## src/rtl/traffic_pkg.sv

```systemverilog
// Shared constants and jam-state encoding for the lane-queue sensor model.
// Module defaults come from here so every lane agrees on thresholds.
package traffic_pkg;

    localparam int NUM_LANES         = 4;
    localparam int DEF_CNT_W         = 4;
    localparam int DEF_MAX_COUNT     = 15;
    localparam int DEF_JAM_ON        = 8;
    localparam int DEF_JAM_OFF       = 3;
    localparam int DEF_DEPART_CYCLES = 4;

    typedef enum logic {
        CLEAR  = 1'b0,
        JAMMED = 1'b1
    } jam_state_e;

endpackage

```

## src/rtl/lane_queue_monitor.sv

```systemverilog
// One lane: arrival edge detect, departure pacing timer, saturating queue
// counter and a two-state jam FSM with hysteresis.
module lane_queue_monitor
    import traffic_pkg::*;
#(
    parameter int CNT_W         = DEF_CNT_W,
    parameter int MAX_COUNT     = DEF_MAX_COUNT,
    parameter int JAM_ON        = DEF_JAM_ON,
    parameter int JAM_OFF       = DEF_JAM_OFF,
    parameter int DEPART_CYCLES = DEF_DEPART_CYCLES
) (
    input  logic             clk,
    input  logic             rst,
    input  logic             car_arrive_i,
    input  logic             allow_i,
    output logic             jam_o,
    output logic [CNT_W-1:0] cnt_o
);

    localparam int TMR_W = (DEPART_CYCLES > 1) ? $clog2(DEPART_CYCLES) : 1;

    localparam logic [TMR_W-1:0] TMR_LAST  = TMR_W'(DEPART_CYCLES - 1);
    localparam logic [CNT_W-1:0] CNT_MAX   = CNT_W'(MAX_COUNT);
    localparam logic [CNT_W-1:0] CNT_ON    = CNT_W'(JAM_ON);
    localparam logic [CNT_W-1:0] CNT_OFF   = CNT_W'(JAM_OFF);

    logic             arrive_q;
    logic [TMR_W-1:0] timer_q, timer_d;
    logic [CNT_W-1:0] cnt_q, cnt_d;
    jam_state_e       state_q, state_d;

    logic arrival;
    logic busy;
    logic depart;

    assign arrival = car_arrive_i & ~arrive_q;
    assign busy    = allow_i && (cnt_q != '0);
    assign depart  = busy && (timer_q == TMR_LAST);

    // Any cycle without permission or vehicles throws away the partial interval.
    always_comb begin
        timer_d = '0;
        if (busy && !depart) begin
            timer_d = timer_q + TMR_W'(1);
        end
    end

    always_comb begin
        cnt_d = cnt_q;
        if (arrival && !depart) begin
            if (cnt_q != CNT_MAX) begin
                cnt_d = cnt_q + CNT_W'(1);
            end
        end else if (depart && !arrival) begin
            cnt_d = cnt_q - CNT_W'(1);
        end
    end

    // Hysteresis is judged on the next count so jam moves with the count.
    always_comb begin
        state_d = state_q;
        case (state_q)
            CLEAR:   if (cnt_d >= CNT_ON)  state_d = JAMMED;
            JAMMED:  if (cnt_d <= CNT_OFF) state_d = CLEAR;
            default: state_d = CLEAR;
        endcase
    end

    always_ff @(posedge clk or posedge rst) begin
        if (rst) begin
            arrive_q <= 1'b0;
            timer_q  <= '0;
            cnt_q    <= '0;
            state_q  <= CLEAR;
        end else begin
            arrive_q <= car_arrive_i;
            timer_q  <= timer_d;
            cnt_q    <= cnt_d;
            state_q  <= state_d;
        end
    end

    assign cnt_o = cnt_q;
    assign jam_o = (state_q == JAMMED);

endmodule

```

## src/rtl/traffic_jam_sensor.sv

```systemverilog
// Four independent lane monitors feeding jam flags to the traffic controller.
// This level only packs the per-lane ports into vectors and back.
module traffic_jam_sensor
    import traffic_pkg::*;
#(
    parameter int CNT_W         = DEF_CNT_W,
    parameter int MAX_COUNT     = DEF_MAX_COUNT,
    parameter int JAM_ON        = DEF_JAM_ON,
    parameter int JAM_OFF       = DEF_JAM_OFF,
    parameter int DEPART_CYCLES = DEF_DEPART_CYCLES
) (
    input  logic             clk,
    input  logic             rst,
    input  logic             car_arrive_0,
    input  logic             car_arrive_1,
    input  logic             car_arrive_2,
    input  logic             car_arrive_3,
    input  logic             allow_0,
    input  logic             allow_1,
    input  logic             allow_2,
    input  logic             allow_3,
    output logic             jam_sensor_0,
    output logic             jam_sensor_1,
    output logic             jam_sensor_2,
    output logic             jam_sensor_3,
    output logic [CNT_W-1:0] queue_cnt_0,
    output logic [CNT_W-1:0] queue_cnt_1,
    output logic [CNT_W-1:0] queue_cnt_2,
    output logic [CNT_W-1:0] queue_cnt_3
);

    logic [NUM_LANES-1:0] arrive_w;
    logic [NUM_LANES-1:0] allow_w;
    logic [NUM_LANES-1:0] jam_w;
    logic [CNT_W-1:0]     cnt_w [NUM_LANES];

    assign arrive_w = {car_arrive_3, car_arrive_2, car_arrive_1, car_arrive_0};
    assign allow_w  = {allow_3, allow_2, allow_1, allow_0};

    for (genvar l = 0; l < NUM_LANES; l++) begin : g_lane
        lane_queue_monitor #(
            .CNT_W         (CNT_W),
            .MAX_COUNT     (MAX_COUNT),
            .JAM_ON        (JAM_ON),
            .JAM_OFF       (JAM_OFF),
            .DEPART_CYCLES (DEPART_CYCLES)
        ) u_lane (
            .clk          (clk),
            .rst          (rst),
            .car_arrive_i (arrive_w[l]),
            .allow_i      (allow_w[l]),
            .jam_o        (jam_w[l]),
            .cnt_o        (cnt_w[l])
        );
    end

    assign jam_sensor_0 = jam_w[0];
    assign jam_sensor_1 = jam_w[1];
    assign jam_sensor_2 = jam_w[2];
    assign jam_sensor_3 = jam_w[3];

    assign queue_cnt_0 = cnt_w[0];
    assign queue_cnt_1 = cnt_w[1];
    assign queue_cnt_2 = cnt_w[2];
    assign queue_cnt_3 = cnt_w[3];

endmodule

```

## config.mk

```make
export PLATFORM = sky130hd
export DESIGN_NAME = traffic_jam_sensor
export DESIGN_NICKNAME = d
export VERILOG_FILES = /design/src/rtl/traffic_pkg.sv /design/src/rtl/lane_queue_monitor.sv /design/src/rtl/traffic_jam_sensor.sv
export SDC_FILE = /design/constraint.sdc
export NUM_CORES = 1
export LEC_CHECK = 0
export CORE_UTILIZATION = 30
export CTS_CLUSTER_SIZE = 30
export DETAILED_ROUTE_END_ITERATION = 6
export PLACE_DENSITY = 0.57
export SYNTH_ARGS = -nofsm -noshare
export SYNTH_HDL_FRONTEND = slang
export SYNTH_HIERARCHICAL = 1
export SYNTH_SLANG_ARGS = --single-unit
```

## constraint.sdc

```tcl
create_clock -name clk -period 2.7 [get_ports clk]
set_input_delay 0.81 -clock clk [delete_from_list [all_inputs] [get_ports clk]]
set_output_delay 0.81 -clock clk [all_outputs]
set_load 0.03 [all_outputs]
```

Figure 1. PDN straps and rails.
(6 px per um) Pins as bars on the die edge. Tap cells in gray.
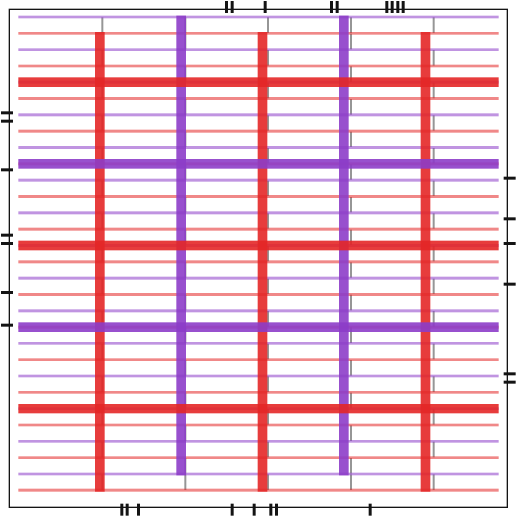
Key: red = VSS; purple = VDD
5 straps on met5. 30 met1 rails follow the rows. 5 straps on met4. 77 tap cells.
die height: 82.8 um
die span in x: 82.8 um
peak supply drop: 477 uV
core area: 6310 um2

==> flow_metrics.tcl <==
# collected from the flow reports
set metrics [dict create \
    cap_violations 0 \
    r2r_cells 9 \
    syn_inst 204 \
    cts_buffers 5 \
    top_cell_area_share 0.409 \
    antenna_found_initial 0 \
    cp_cell_sequence "inv_1, ha_1, inv_1, or3_1, nand3_1, ha_1, and2b_1, or4b_1, a32o_1" \
    diodes 0 \
    synthDistinctLibCells 27 \
    clock_sinks 32 \
    synth-edff-count 0 \
    grt_pass1_vias 1486 \
    holdPathEnd "g_lane[0].u_lane/timer_q[0]$_DFF_PP0_" \
    wl_per_cell_um 12.3 \
    simple_gate_area_frac 0.210 \
    layout_top_cells "dfrtp_1 (32), clkdlybuf4s50_1 (29), inv_1 (20), ha_1 (20), nand2_1 (16)" \
    tool_warnings 34 \
    fmax_mhz 418 \
    drcViolationCount 0 \
    clkbuf_count 8 \
    seq_cell_count 32 \
    ios 30 \
    setup_violations 0 \
    grt_max_degree 10 \
    min-delay-start "g_lane[0].u_lane/timer_q[0]$_DFF_PP0_" \
    final-nonclk-buf-share 0.153 \
    inv_count 24 \
    synthArstFlopShare 1.00 \
    hold_buffers 0 \
    clkCellAreaFrac 0.0369 \
    wl_um 3950 \
    outcome "finished, final reports clean" \
    crit_slowest_cell "or4b_1" \
    cp.arrival_ps 2560 \
    ant_nets 0 \
    num-multi-input-gates 140 \
    portBuffers 29 \
    skew_ps 0.654 \
    fin_crit_sh 0.886 \
    worst_ep_required_time_ps 2860 \
    dr_wl_met3_um 135 \
    yosys.area_share.aoi 0.151 \
    fp_util 0.310 \
    hold_viol_final 0 \
    synth.avg_cell_area_um2 9.59 \
    synthTopLogicFamily "simple AND/OR/NAND/NOR gates" \
    n_fill_cell 656 \
    timing.slew.headroom 0.731 \
    synth_area_um2 1960 \
    cts.repair.resized 0 \
    grt_use_total 0.130 \
    nNonClkBuffers 40 \
    clk-insertion-delay-late_ps 270 \
    p_leak_nw 1.10 \
    cts_tree "built" \
    vias 1584 \
    drive_gt1_frac 0.102 \
    grt-ovfl-total 0 \
    largest_area_cell "dfrtp_1" \
    taps 77 \
    xor_area_frac 0.0179 \
    gp_congestion 0.907 \
    lay_top_count "dfrtp_1" \
    critical_path.max_stage_delay_ps 450 \
    adder_share 0.128 \
    fin_tns_setup_ps 0 \
    grt_pass1_wl_um 6710 \
    root_buffer "clkbuf_8" \
    fin_cells 321 \
    dp.cells 313 \
    regArea_um2 801 \
    wl_met1_um 1960 \
    viasPerCell 4.93 \
]
Figure 2. Cell classes on the final placement.
(6 px per um) Fill, decap, tap and diode cells in gray.
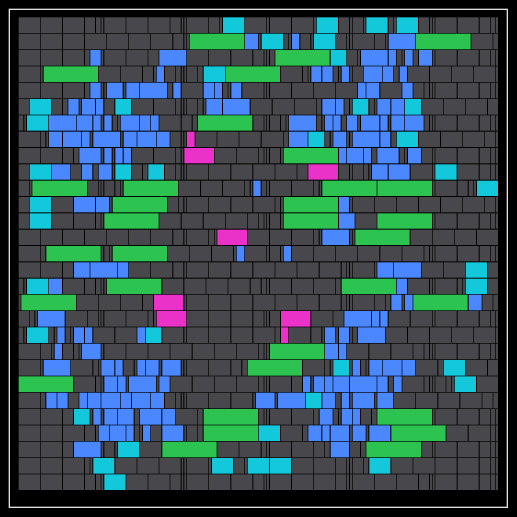
Key: cyan = other buffers and delay cells [cells 40, share of their area 16%]; magenta = clock drivers and dummy loads [cells 8, share of their area 3.8%]; blue = all other logic [cells 164, share of their area 46%]; green = flops [cells 32, share of their area 34%]
cell area after layout: 2440 um2
Seq/total area: 0.328
final core occ: 0.387
num rows: 29

## through the flow
| step | util | cell area, um2 | power [W] | setup slack, ps |
|---|---|---|---|---|
| after floorplan | - | 1960 | 0.00170 | 272 |
| after global placement | 0.372 | 2350 | 0.00219 | 41.8 |
| after detailed placement | 0.372 | 2350 | 0.00219 | 48.0 |
| after CTS | 0.387 | 2440 | 0.00259 | 292 |
| after global routing | 0.387 | 2440 | 0.00277 | 83.6 |
| final | 0.387 | 2440 | 0.00255 | 308 |
## layer usage
metal,vias up,global-route usage
li1,809,-
met1,739,0.172
met2,34,0.207
met3,2,0.0330
met4,0,0.0414
met5,-,0
## report_power, final
part | switching (W) | internal, W | leakage [nW]
Combinational | 0.000737 | 0.000598 | 0.665
Sequential | 0.000179 | 0.000666 | 0.385
Clock | 0.000166 | 0.000208 | 0.0455
Power is estimated from default activity; no workload was simulated.
